`src/rtl/exec_debug_controller_pkg.sv`:
```
// exec_debug_controller_pkg: shared state encoding and memory-owner constants.
package exec_debug_controller_pkg;
  typedef enum logic [5:0] {
    HALT     = 6'b000001,
    RUN      = 6'b000010,
    STEP     = 6'b000100,
    DRAIN    = 6'b001000,
    DBG_READ = 6'b010000,
    DBG_DONE = 6'b100000
  } state_t;
  localparam logic OWNER_CPU = 1'b0;
  localparam logic OWNER_DBG = 1'b1;
  localparam int LAT_W = 4;
endpackage

```
`src/rtl/exec_debug_controller_edge_detect_rise.sv`:
```
// edge_detect_rise: one-cycle pulse on a rising edge of a synchronous level.
module edge_detect_rise (
  input  logic clock,
  input  logic reset,
  input  logic d,
  output logic rise
);
  logic q;
  always_ff @(posedge clock or posedge reset) begin
    if (reset) q <= 1'b0;
    else q <= d;
  end
  assign rise = d & ~q;
endmodule

```
`src/rtl/exec_debug_controller.sv`:
```
// exec_debug_controller: run/step/halt clock gating for the CPU, debug memory reads while halted,
// and a retired-instruction counter.
module exec_debug_controller
  import exec_debug_controller_pkg::*;
#(
  parameter int ADDR_W  = 8,
  parameter int MEM_LAT = 1,
  parameter int CNT_W   = 16
) (
  input  logic              clock,
  input  logic              reset,
  input  logic              run_sw,
  input  logic              step_btn,
  input  logic              cpu_inst_done,
  input  logic [ADDR_W-1:0] cpu_addr,
  output logic              cpu_enable,
  output logic              halted,
  input  logic              dbg_req,
  input  logic [ADDR_W-1:0] dbg_addr,
  output logic              dbg_ack,
  output logic [31:0]       dbg_rdata,
  output logic              mem_sel,
  output logic [ADDR_W-1:0] mem_addr,
  input  logic [31:0]       mem_rdata,
  output logic [CNT_W-1:0]  inst_count
);
  state_t state;
  logic step_pending, step_rise;
  logic [ADDR_W-1:0] dbg_addr_q;
  logic [LAT_W-1:0] lat_cnt;
  edge_detect_rise u_step (.clock(clock), .reset(reset), .d(step_btn), .rise(step_rise));
  assign cpu_enable = state inside {RUN, STEP, DRAIN};
  assign halted     = state == HALT;
  assign mem_sel    = (state inside {DBG_READ, DBG_DONE}) ? OWNER_DBG : OWNER_CPU;
  assign dbg_ack    = state == DBG_DONE;
  assign mem_addr   = (mem_sel == OWNER_DBG) ? dbg_addr_q : cpu_addr;
  always_ff @(posedge clock or posedge reset) begin
    if (reset) begin
      state        <= HALT;
      step_pending <= 1'b0;
      dbg_addr_q   <= '0;
      lat_cnt      <= '0;
      dbg_rdata    <= '0;
      inst_count   <= '0;
    end else begin
      if (cpu_enable && cpu_inst_done) inst_count <= inst_count + CNT_W'(1);
      case (state)
        HALT:
          if (dbg_req) begin
            state      <= DBG_READ;
            dbg_addr_q <= dbg_addr;
            lat_cnt    <= LAT_W'(MEM_LAT);
          end else if (step_pending) begin
            state        <= STEP;
            step_pending <= 1'b0;
          end else if (run_sw) begin
            state        <= RUN;
            step_pending <= 1'b0;
          end
        RUN:   if (!run_sw) state <= DRAIN;
        STEP:  if (cpu_inst_done) state <= HALT;
        DRAIN:
          if (cpu_inst_done) state <= HALT;
          else if (run_sw) begin
            state        <= RUN;
            step_pending <= 1'b0;
          end
        DBG_READ:
          if (lat_cnt == LAT_W'(1)) begin
            state     <= DBG_DONE;
            dbg_rdata <= mem_rdata;
          end else lat_cnt <= lat_cnt - LAT_W'(1);
        DBG_DONE: state <= HALT;
        default:  state <= HALT;
      endcase
      // a fresh press in the same cycle as a step/run entry is a new request, so it wins
      if (step_rise) step_pending <= 1'b1;
    end
  end
endmodule

```
`config.mk`:
```
export PLATFORM = sky130hd
export DESIGN_NAME = exec_debug_controller
export DESIGN_NICKNAME = d
export VERILOG_FILES = /design/src/rtl/exec_debug_controller_pkg.sv /design/src/rtl/exec_debug_controller_edge_detect_rise.sv /design/src/rtl/exec_debug_controller.sv
export SDC_FILE = /design/constraint.sdc
export NUM_CORES = 1
export LEC_CHECK = 0
export CAP_MARGIN = 20
export CORE_MARGIN = 3
export CORE_UTILIZATION = 44
export DETAILED_ROUTE_END_ITERATION = 8
export HOLD_SLACK_MARGIN = 0.03
export MAX_ROUTING_LAYER = met4
export PLACE_DENSITY = 0.86
export SYNTH_ARGS = -nofsm -noshare
export SYNTH_HDL_FRONTEND = slang
export SYNTH_SLANG_ARGS = --single-unit
```
`constraint.sdc`:
```
create_clock -name clock -period 2.9 [get_ports clock]
set_input_delay 0.435 -clock clock [delete_from_list [all_inputs] [get_ports clock]]
set_output_delay 0.435 -clock clock [all_outputs]
set_load 0.03 [all_outputs]
```
==> changes_impl.md <==
### Metrics

- Clk pwr share: 0.170
- Mux area share: 0.184
- RSZ-0062 raised after global routing: false
- ANT cells: 0
- Sink Count: 68
- DIE AREA: 0.00796 mm²
- Cells after Synth: 231
- Setup crit end kind: output port
- Final core utilization: 0.683
- Cells after DPL: 418
- DR WL met3: 474 µm
- Vias per inst: 5.08
- Comb power frac: 0.502
- Gr usage total: 0.186
- Detailed Route Iter0 Violations: 86
- Crit Path Class: reg2out
- CTS Buffer Depth: 2
- Dominant comb cell: multiplexers
- Clock Skew: 10.1 ps
- Fin crit period: 2730 ps
- Post-CTS setup repair buffer count: 0
- Crit path max fanout: 9
- Logic cell area: 0.00126 mm²
- TNS Setup: 0 ps
- Setup ws final: 173 ps
- Seq pwr: 1.52 mW
- Worst path bufs/invs: 1
- HP Class: in2async
- Dpl cell area: 0.00427 mm²
- Die X: 89.2 µm
- Compound Share, Synth: 0.0448
- XOR Share, Synth: 0.0460
- Root Driver: clkbuf_8
- Register cell area after layout: 0.00170 mm²
- Init Core Util: 0.466
- WL/cell: 15.3 µm
- Cts-stage hold buffer count: 0
- Basic Gates by Area: 0.127
- Biggest registers after layout: dbg_rdata (32), inst_count (16), dbg_addr_q (8)
- Leading area contributor after synthesis: dfrtp_1
- Met1 Usage GRT: 0.232
- Largest register by flop count: dbg_rdata
- Clk power: 0.785 mW
- FFs w/ async S/R, synth: 1.00
- Synth warnings: 0
- Comb power: 2.32 mW
- Synth Cell Area: 0.00305 mm²
- Pwr dens: 1040 mW/mm²
- Outcome: completed
- Flop pwr share: 0.328
- Max Clock Freq: 367 MHz
- Dominant cell area share: 0.551
- Top sig layer: met4
- Top-level I/O count: 114
- Yosys stat chip area: 0.00305 mm²
- Initial antenna violation count: 0
- Critical path, cell by cell: nor4_4 -> and3_1 -> or2_4 -> mux2_2 -> dlygate4sd2_1
- Num CTS Buffers: 9
- Int Pwr: 2.84 mW
- Critical path endpoint: mem_addr[4]
- Fill count: 474
- #FFs+latches synth: 68
- Late-Pin Clk Latency: 340 ps
- R2R Path End: inst_count[13]$_DFFE_PP0P_
- NetSw: 1.79 mW
- WHS: 416 ps
- Pleak: 1.97 nW
- DP HPWL: 4950 µm
- Crit Reg-Reg Startpoint: state[5]$_DFFE_PP0P_
- Post-synth top cells: 67 x dfrtp_1, 49 x mux2_2, 10 x nand2_1
- Largest net degree at the start of global routing: 50
- Post-synth EDFFs: 0
- Slew Limit Fails: 0
- Routed Antenna Nets: 0
- Slowest cell on crit path: dfrtp_1
- Number of buffers added on ports: 113
- Final hold viol count: 0
- Synth-to-layout area growth: 46.5%
- Critical Path Start: state[1]$_DFFE_PP0P_
- Sequential fraction of the synthesis area: 0.559
- Synth Net Count: 288
- Post-route cell area: 0.00446 mm²
- CP max stage delay: 490 ps
- Period utilization: 0.940
- RD Place Congestion: 0.845
- # Cells Yosys: 231
- Share of cells above drive strength 1: 0.232
- Vias in the first global route: 2,286
- Crit. path cell count: 5
- WL met1: 2810 µm
- Rel. slew slack: 0.639
- Top Consumer: combinational logic
- Worst-path clk slew: 80 ps
- Top FF cell, synth: dfrtp_1
- Global Route met2 Usage: 0.283
- Router iterations before antenna repair: 4
- Total power: 4.63 mW
- CP arrival: 2290 ps
- Synth area leaders: dfrtp_1 55%, mux2_2 18%, xnor2_1 2.3%
- Critical path data required time: 2470 ps
- Final setup viols: 0
- Final net count: 409
- Max FFs per register: 32
- DIE HEIGHT: 89.2 µm
- Routed met2 length: 3290 µm
- H-tree levels: 3
- Top Family by Delay on Critical Path: simple AND/OR/NAND/NOR gates
- R2r worst-path depth: 5
- Syn avg cell area: 13.2 µm²
- Top-count cell post-synth: dfrtp_1
- Post-place setup slack: 100 ps
- First-pass GRT wire length: 10,800 µm
- Max-Cap Viols: 0
- Net Sw Frac: 0.387
- CTS tree: done
- DRC Markers: 0
- Worst Max-Slew Pin Slew: 541 ps
- Synth Area in Adders: 0.0123
- Tool warnings: 27
- Placeable core region: 0.00653 mm²
- Overflow left after global routing: 0
- R2r setup slk: 1010 ps
- Worst VDD drop: 0.775 mV
- Startpoint types: flop
- Cell Type Count: 48
- Cell resize tally after clock tree synthesis: 9
- Busiest grt layer: met2
[cells in the final DEF (no fill, tap or decap), drive strengths merged, types with 2 or more instances in the layout]
cell type      count
o21ai              5
and3b              3
mux2              49
clkdlybuf4s50    105
dfrtp             67
xor2               8
or2                2
nand3              5
nor4               8
nand3b             3
inv               10
clkinv             4
clkbuf            10
ha                 3
and3               2
buf                4
xnor2              8
a21oi              3
nand4              3
dlygate4sd2        8
nand2             12
o22ai              2
nor3b              2
nor2               9
nor3               5
[cell type report]
type / count / share of cell area
flip-flops and latches: 68 / 0.382
multi-input cells: 147 / 0.284
repair buffers: 117 / 0.261
clock buffers: 10 / 0.0308
well taps: 77 / 0.0216
clock inverters: 6 / 0.0140
inverters: 9 / 0.00757
**Cell area per tile**

9 x 9 tiles, from white (low) to dark blue (high), 0 to 100% covered.
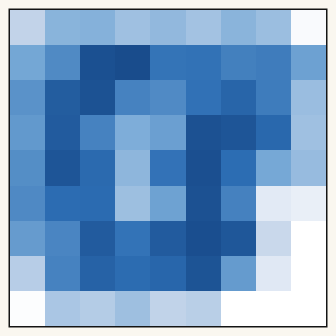
densest ninth of the die = middle left
mean over tiles = 55%
nearly empty tiles = 7.4%

**The metal 3 layer**

The bar under the picture is 20 µm long.
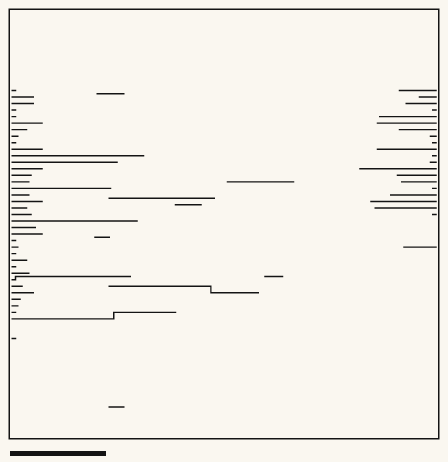
main direction = horizontal
longest straight run = 27.4 µm
share of all routed wire = 7.1%
met3 Use GR: 0.0608
routed wire length: 6660 µm
via count: 2,203

**Cell placement**

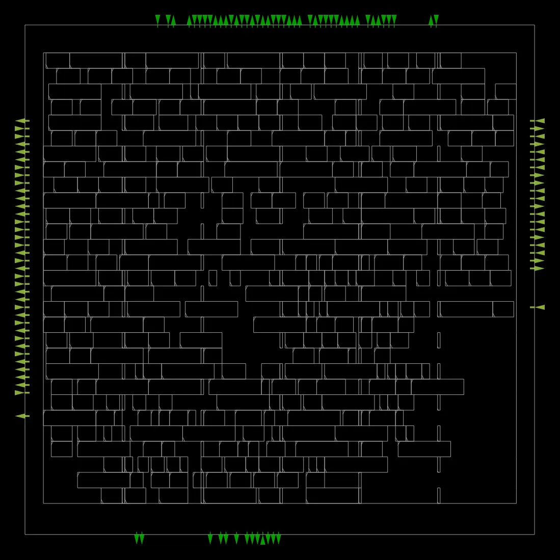
flop count: 68
placement row count: 29
n_taps: 77
flop share of the area: 0.382
final cell count without fillers: 434

No activity file was given, so power comes from the tool's default toggle rates.
